Placed standard cells:
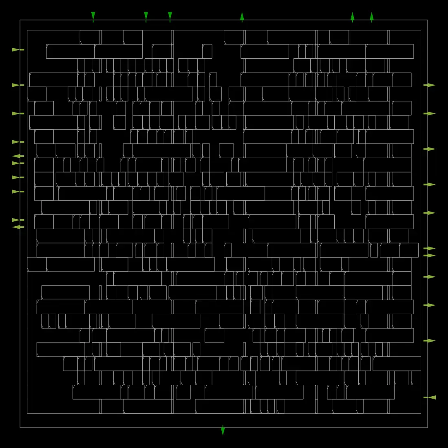
Clock network drawn from the DEF:
Bar = 20 um.
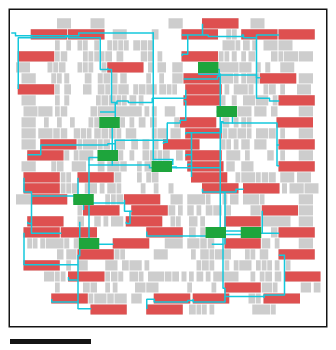
Signal wires by layer:
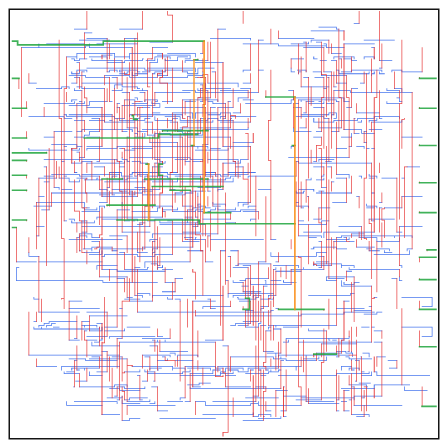
$ cat src/rtl/tmds_channel_rx.sv
// rtl/tmds_channel_rx.sv - single-channel TMDS receiver: word alignment by control-run hunting, then symbol decode
module tmds_channel_rx #(
  parameter int SEARCH_WINDOW = 1024,
  parameter int CTRL_RUN      = 8,
  parameter int LOCK_RUNS     = 4,
  parameter int LOSS_WINDOWS  = 2
) (
  input  logic       clk_25,
  input  logic       reset_n,
  input  logic [9:0] raw_sym,
  output logic [7:0] VD,
  output logic [1:0] CD,
  output logic       VDE,
  output logic       locked,
  output logic [3:0] slip
);

  localparam int WW = $clog2(SEARCH_WINDOW);
  localparam int RW = $clog2(CTRL_RUN + 1);
  localparam int VW = $clog2(LOCK_RUNS + 1);
  localparam int LW = $clog2(LOSS_WINDOWS + 1);

  localparam logic [1:0] ST_SEARCH = 2'd0;
  localparam logic [1:0] ST_VERIFY = 2'd1;
  localparam logic [1:0] ST_LOCKED = 2'd2;

  logic [9:0]    prev;
  logic [9:0]    aligned;
  logic [1:0]    state, state_n;
  logic [RW-1:0] run_cnt, run_n;
  logic [WW-1:0] win_cnt, win_n;
  logic [VW-1:0] vrun_cnt, vrun_n;
  logic [LW-1:0] loss_cnt, loss_n;
  logic [3:0]    slip_n;
  logic          slip_chg;
  logic          is_ctrl;
  logic [1:0]    tok;
  logic          run_event;
  logic          win_expire;
  logic [7:0]    q;
  logic [7:0]    dec;

  always_comb begin
    is_ctrl = 1'b1;
    tok     = 2'b00;
    case (aligned)
      10'b1101010100: tok = 2'b00;
      10'b0010101011: tok = 2'b01;
      10'b0101010100: tok = 2'b10;
      10'b1010101011: tok = 2'b11;
      default:        is_ctrl = 1'b0;
    endcase
  end

  always_comb begin
    q      = aligned[9] ? ~aligned[7:0] : aligned[7:0];
    dec    = 8'd0;
    dec[0] = q[0];
    for (int i = 1; i < 8; i++)
      dec[i] = aligned[8] ? (q[i] ^ q[i-1]) : ~(q[i] ^ q[i-1]);
  end

  assign run_event  = is_ctrl && (run_cnt == RW'(CTRL_RUN - 1));
  assign win_expire = (win_cnt == WW'(SEARCH_WINDOW - 1));

  // A run event takes priority over a simultaneous window expiry.
  always_comb begin
    state_n  = state;
    slip_n   = slip;
    slip_chg = 1'b0;
    vrun_n   = vrun_cnt;
    loss_n   = loss_cnt;
    win_n    = win_cnt + WW'(1);
    if (!is_ctrl)
      run_n = '0;
    else if (run_cnt == RW'(CTRL_RUN))
      run_n = run_cnt;
    else
      run_n = run_cnt + RW'(1);

    case (state)
      ST_SEARCH: begin
        if (run_event) begin
          state_n = ST_VERIFY;
          vrun_n  = '0;
          win_n   = '0;
        end else if (win_expire) begin
          slip_chg = 1'b1;
        end
      end
      ST_VERIFY: begin
        if (run_event) begin
          win_n = '0;
          if (vrun_cnt == VW'(LOCK_RUNS - 1)) begin
            state_n = ST_LOCKED;
            vrun_n  = '0;
          end else begin
            vrun_n = vrun_cnt + VW'(1);
          end
        end else if (win_expire) begin
          state_n  = ST_SEARCH;
          slip_chg = 1'b1;
        end
      end
      ST_LOCKED: begin
        if (run_event) begin
          loss_n = '0;
          win_n  = '0;
        end else if (win_expire) begin
          win_n = '0;
          if (loss_cnt == LW'(LOSS_WINDOWS - 1)) begin
            state_n = ST_SEARCH;
            loss_n  = '0;
          end else begin
            loss_n = loss_cnt + LW'(1);
          end
        end
      end
      default: begin
        state_n = ST_SEARCH;
        win_n   = '0;
      end
    endcase

    if (slip_chg) begin
      slip_n = (slip == 4'd9) ? 4'd0 : slip + 4'd1;
      run_n  = '0;
      win_n  = '0;
      vrun_n = '0;
      loss_n = '0;
    end
  end

  always_ff @(posedge clk_25 or negedge reset_n) begin
    if (!reset_n) begin
      prev     <= '0;
      aligned  <= '0;
      state    <= ST_SEARCH;
      run_cnt  <= '0;
      win_cnt  <= '0;
      vrun_cnt <= '0;
      loss_cnt <= '0;
      slip     <= '0;
      VD       <= '0;
      CD       <= '0;
      VDE      <= 1'b0;
      locked   <= 1'b0;
    end else begin
      prev     <= raw_sym;
      aligned  <= 10'({raw_sym, prev} >> slip);
      state    <= state_n;
      run_cnt  <= run_n;
      win_cnt  <= win_n;
      vrun_cnt <= vrun_n;
      loss_cnt <= loss_n;
      slip     <= slip_n;
      locked   <= (state_n == ST_LOCKED);
      // Outputs follow the post-update state so they move together with locked.
      if (state_n != ST_LOCKED) begin
        VD  <= '0;
        CD  <= '0;
        VDE <= 1'b0;
      end else if (is_ctrl) begin
        VDE <= 1'b0;
        CD  <= tok;
      end else begin
        VDE <= 1'b1;
        VD  <= dec;
      end
    end
  end

endmodule

$ cat config.mk
export PLATFORM = sky130hd
export DESIGN_NAME = tmds_channel_rx
export DESIGN_NICKNAME = d
export VERILOG_FILES = /design/src/rtl/tmds_channel_rx.sv
export SDC_FILE = /design/constraint.sdc
export NUM_CORES = 1
export LEC_CHECK = 0
export ABC_AREA = 1
export CAP_MARGIN = 20
export CORE_UTILIZATION = 55
export DETAILED_ROUTE_END_ITERATION = 16
export PLACE_DENSITY_LB_ADDON = 0.08
export SLEW_MARGIN = 20
export SYNTH_ARGS = -nofsm -noshare
export SYNTH_HDL_FRONTEND = slang
export SYNTH_SLANG_ARGS = --single-unit
$ cat constraint.sdc
create_clock -name clk_25 -period 5 [get_ports clk_25]
set_input_delay 0.5 -clock clk_25 [delete_from_list [all_inputs] [get_ports clk_25]]
set_output_delay 0.5 -clock clk_25 [all_outputs]
set_load 0.05 [all_outputs]
==> results.txt <==
Notes on the physical design

Counting the buffers created by CTS gives 9. In this run, post-CTS hold repair placed 0 buffers. The cell type with the largest total area after synthesis is sky130_fd_sc_hd__dfrtp_1. The combinational gate area is about 1500 um2. The H-tree was split into 3 levels.

The classification of the worst-slack hold path is input pin to asynchronous set/reset pin. The clock tree skew after final layout is a little over 0.008 ns. For this run, global-route usage on met3 was measured as 0.04651. The remaining design rule violation count is 0. Among the non-sequential cells, simple AND/OR/NAND/NOR gates take the most area. The share of the core area taken by cells at floorplan is 0.5750. The time the worst path needs with I/O delays and setup is 2.610 ns. The startpoint of the most critical register-to-register path is slip[0]$_DFFE_PN0P_. The internal power of the cells totals roughly 730 uW. The kind of cell with the highest combined delay along the critical path is buffers and inverters.

Total power for the finished layout comes to approximately 960 uW. After floorplanning, the core was sized to cover 5540 um2. The total via count in the routed design is 2559. The cell-mix breakdown from Yosys lists the simple-gate area share as 0.3079.

The worst reg2reg path endpoint is aligned[8]$_DFF_PN0_. The fill cell total of the finished layout is 479. The kind of start point of the critical path is a flop.

The reported net switching power is 223.8 uW. The post-synthesis compound-gate area fraction is 0.08680. For this design, Yosys synthesis ends with a cell count of 389. The post-synth net total is 405. The met2 track demand over resource in global routing is 0.3667.

The initial antenna violation count is 0. The highest attainable clock frequency is 383.1 MHz. Counting endpoints that fail hold in the final report gives 0. The synthesis report names the predominant flop master as sky130_fd_sc_hd__dfrtp_1. sky130_fd_sc_hd__nand2_1 is the most common cell in the netlist. The HPWL after detailed placement is 4306 um. The last element of the critical path is slip[0]. The fraction of the yosys area taken by sequential cells is 0.4478. The nature of the critical path endpoint is an output pin.

Yosys reports a chip area of roughly 3200 um2. For this run, the detailed router reports a per-instance via density of 5.201. Measured against its own limit, the worst slew margin works out to 0.4857. According to the floorplan report, the die width is slightly below 80 um. The clock transition at the registers of the reported paths is 0.06 ns.

Yosys reports that the most numerous cell types are 101 x sky130_fd_sc_hd__nand2_1, 57 x sky130_fd_sc_hd__dfrtp_1, 37 x sky130_fd_sc_hd__nand3_1. The share of total power dissipated in sequential elements is 0.498. Looking at the post-CTS report, the setup buffer insertion count equals 0.

On met1, the global router reports a usage of 0.2932. Excluding fillers, the count of instances in the completed layout stands at 492. The largest stage delay on the critical path is 0.94 ns. The global routing stage identified its most utilized layer as met2. The largest fanout of any net on the critical path is 24.

The actual slew at the worst max-slew pin is slightly below 0.8 ns. The number of global-route vias before repair is roughly 2500. Adding up every negative setup slack in the final design gives 0 ns. The count of maximum capacitance violations is 0. Per the synthesis report, the XOR/XNOR share of the synthesized area is 0.05499.

The cell with the largest stage delay on the worst path is sky130_fd_sc_hd__clkdlybuf4s50_1. The antenna cell count is 0. Gates resized during post-CTS repair numbered 0. Once placement completed, the tool counted placed cells totaling 476.

The total grt overflow is 0. The average routed wire per standard cell is 12.18 um. Setup repair after global routing left no endpoint under its margin. The number of DRC markers after the initial detailed-route iteration is approximately 150. The share of Yosys cell area claimed by the top area cell type is 0.4478. The share of cell area taken by muxes after synthesis is 0.01571. Counting every instance in the synthesized netlist gives between 300 and 400. The flow ran to the end, and the final reports show no timing, DRC or antenna violations.

In this run, the synthesized area fraction spent on adder and majority cells is recorded as 0.01571. The net total in the final layout is 431. The share of total power dissipated in the clock network is 0.443. The report lists the power per cell area as 261.1 nW/um2. The fraction of power spent switching nets is 0.2342. Tracing the worst setup path back leads to its startpoint at slip[0]$_DFFE_PN0P_.

The count of TritonRoute iterations in the first routing pass is 5. In this run the critical path is formed by clkdlybuf4s50_1. The die footprint is 6100 um2.
Notes on 'placed standard cells' above:
Tapcells: 72
flip-flop and latch share of the layout cell area: 0.3897

Notes on 'clock network drawn from the DEF' above:
- cells driving clock nets: green (count 9)
- flip-flops: red (count 57)
- clock wires: cyan (length 752 um)
- flops lie: widely spread
- routed clock nets: 10

Notes on 'signal wires by layer' above:
- met2: red (wire length 2810 um)
- met1: blue (wire length 2860 um)
- met4: orange (wire length 95.9 um)
- met3: green (wire length 227 um)
Tot GR Track Use: 0.2270
post-detailed-routing wire length: 5992 um

area by class of cell:
type | instances | share of cell area
Clock buffer | 10 | 0.03761
Clock inverter | 6 | 0.01573
Inverter | 38 | 0.03897
Multi-Input combinational cell | 281 | 0.4188
Sequential cell | 57 | 0.3897
Tap cell | 72 | 0.02462
Timing Repair Buffer | 28 | 0.07453
cells in the final DEF, fill, tap and decap left out, drive strengths merged, types with 3 or more instances in the layout:
master	n
or2	3
dfrtp	57
nor2	34
nand3	49
nand2	108
o21ai	27
a21oi	9
clkdlybuf4s50	26
ha	4
clkbuf	10
xor2	19
inv	36
nor3b	5
clkinv	6
o211ai	7
mux2i	5
power groups by stage:
stage / clock network (mW) / logic (mW) / registers, mW
final: 0.423 / 0.0569 / 0.476
after global placement: 0 / 0.0572 / 0.484
after global routing: 0.452 / 0.0666 / 0.476
after detailed placement: 0 / 0.0575 / 0.484
after floorplan: 0 / 0.0329 / 0.482
after CTS: 0.433 / 0.0579 / 0.475
registers in the layout (all words and copies together), names as in the netlist:
name,flops
aligned,10
prev,10
win_cnt,10
VD,8
run_cnt,4
slip,4
vrun_cnt,3
CD,2
loss_cnt,2
state,2
VDE,1
locked,1
metal layers:
| layer | up-vias | routed length (um) |
|---|---|---|
| met1 | 1181 | 2860 |
| met3 | 10 | 226 |
| li1 | 1316 | - |
| met4 | 0 | 95 |
| met5 | - | 0 |
| met2 | 52 | 2809 |
metrics by stage:
step / hold slack [ns] / util / cell area, um2
after floorplan: 0.2044 / - / 3186
after global placement: 0.4472 / 0.6253 / 3465
after detailed placement: 0.4542 / 0.6253 / 3465
after CTS: 0.3319 / 0.6606 / 3660
after global routing: 0.3524 / 0.6606 / 3660
final: 0.3078 / 0.6606 / 3660
Power is estimated from default activity; no workload was simulated.
